Figure 1. Signal wires by layer.
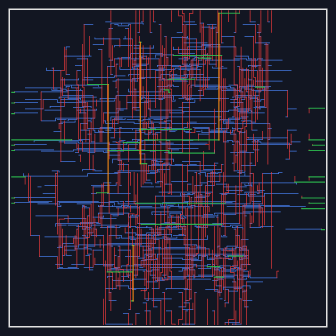
Figure 2. Clock routing.
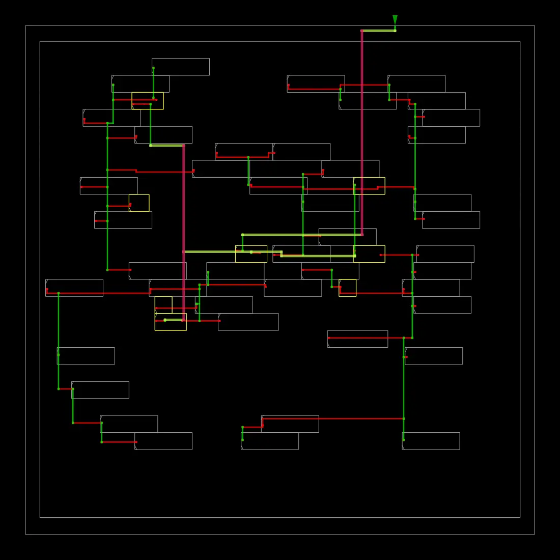
Figure 3. Logic cells by family.
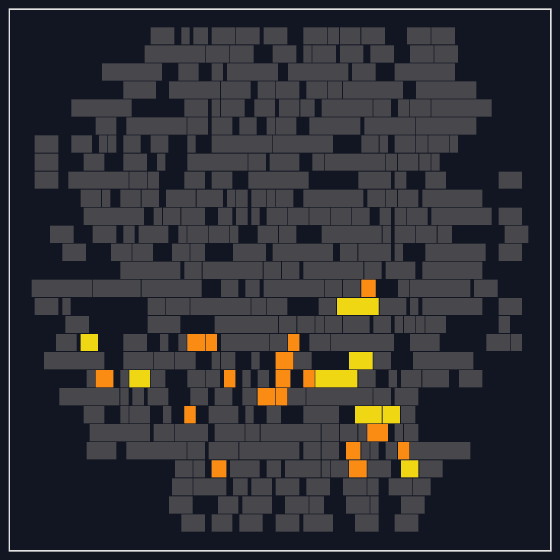
Design multicycle_control_fsm_flat, sky130hd; sources not shown.
==> summary.txt <==
Notes on the physical design

The kind of critical path is reg -> reg. The type of the worst min-delay path is in -> async. The post-CTS clock slew at the launch and capture registers of the worst setup and hold paths is 0.09 ns. For this run the top cell type by instance count after synthesis was dfrtp_1. The switching fraction of total power is 36.3%.

TritonCTS built the clock tree. The initial antenna violation count is 0. The count of non-CTS buffers in the layout is 101. The multiplexer share of the synthesized area is 0.458%. The run finished with clean final reports. For flop-to-flop paths, the worst setup slack is 0.04 ns. By count the netlist is led by 43 x dfrtp_1, 21 x xor2_1, 16 x nand2_1, 16 x nor2_1. The number of flip-flops and latches in the synthesized netlist is 43. The largest incremental delay on the critical path is 0.37 ns. The number of cell instances on the worst register-to-register path is 8. Detailed routing placed a total of 3130 microns of wire on met2. Per the OpenROAD timing report, the critical path contains 8 cells. The count of buffering cells on the critical path with inverters included is 3.

The most crowded layer after global routing is met2. The met2 demand-to-capacity share in global routing is 31.9%. Buffers inserted to repair hold after CTS numbered 0. Across all hold checks on the routed design, the worst slack comes to 0.00437 ns. The power consumed by combinational cells is 1.75 mW. The tree is rooted in a clkbuf_8.

For this block, wires on met1 add up to roughly 2700 microns. Setup repair after global routing could not meet its margin everywhere. The sequential cell area in the final layout is roughly 1100 sq um.
## Picture notes: Figure 1
| layer | color | wire length |
|---|---|---|
| met3 | green | 234 microns |
| met1 | blue | 2670 microns |
| met4 | orange | 106 microns |
| met2 | red | 3130 microns |
routed length per placed instance: 14.8 microns
DRT Wirelength: 6130 microns
total number of vias: 2176
GRT Total Usage: 19.7%

## Picture notes: Figure 2
clk pwr: 547 uW
flip-flops: 43

## Picture notes: Figure 3
| family | color | cells |
|---|---|---|
| AND-OR and OR-AND gates | yellow | 8 |
| inverting AOI/OAI gates | orange | 17 |
fraction of standard cell area in multi-input logic: 38.3%
Commonest Layout Cell: clkdlybuf4s50_1

Power is estimated from default activity; no workload was simulated.
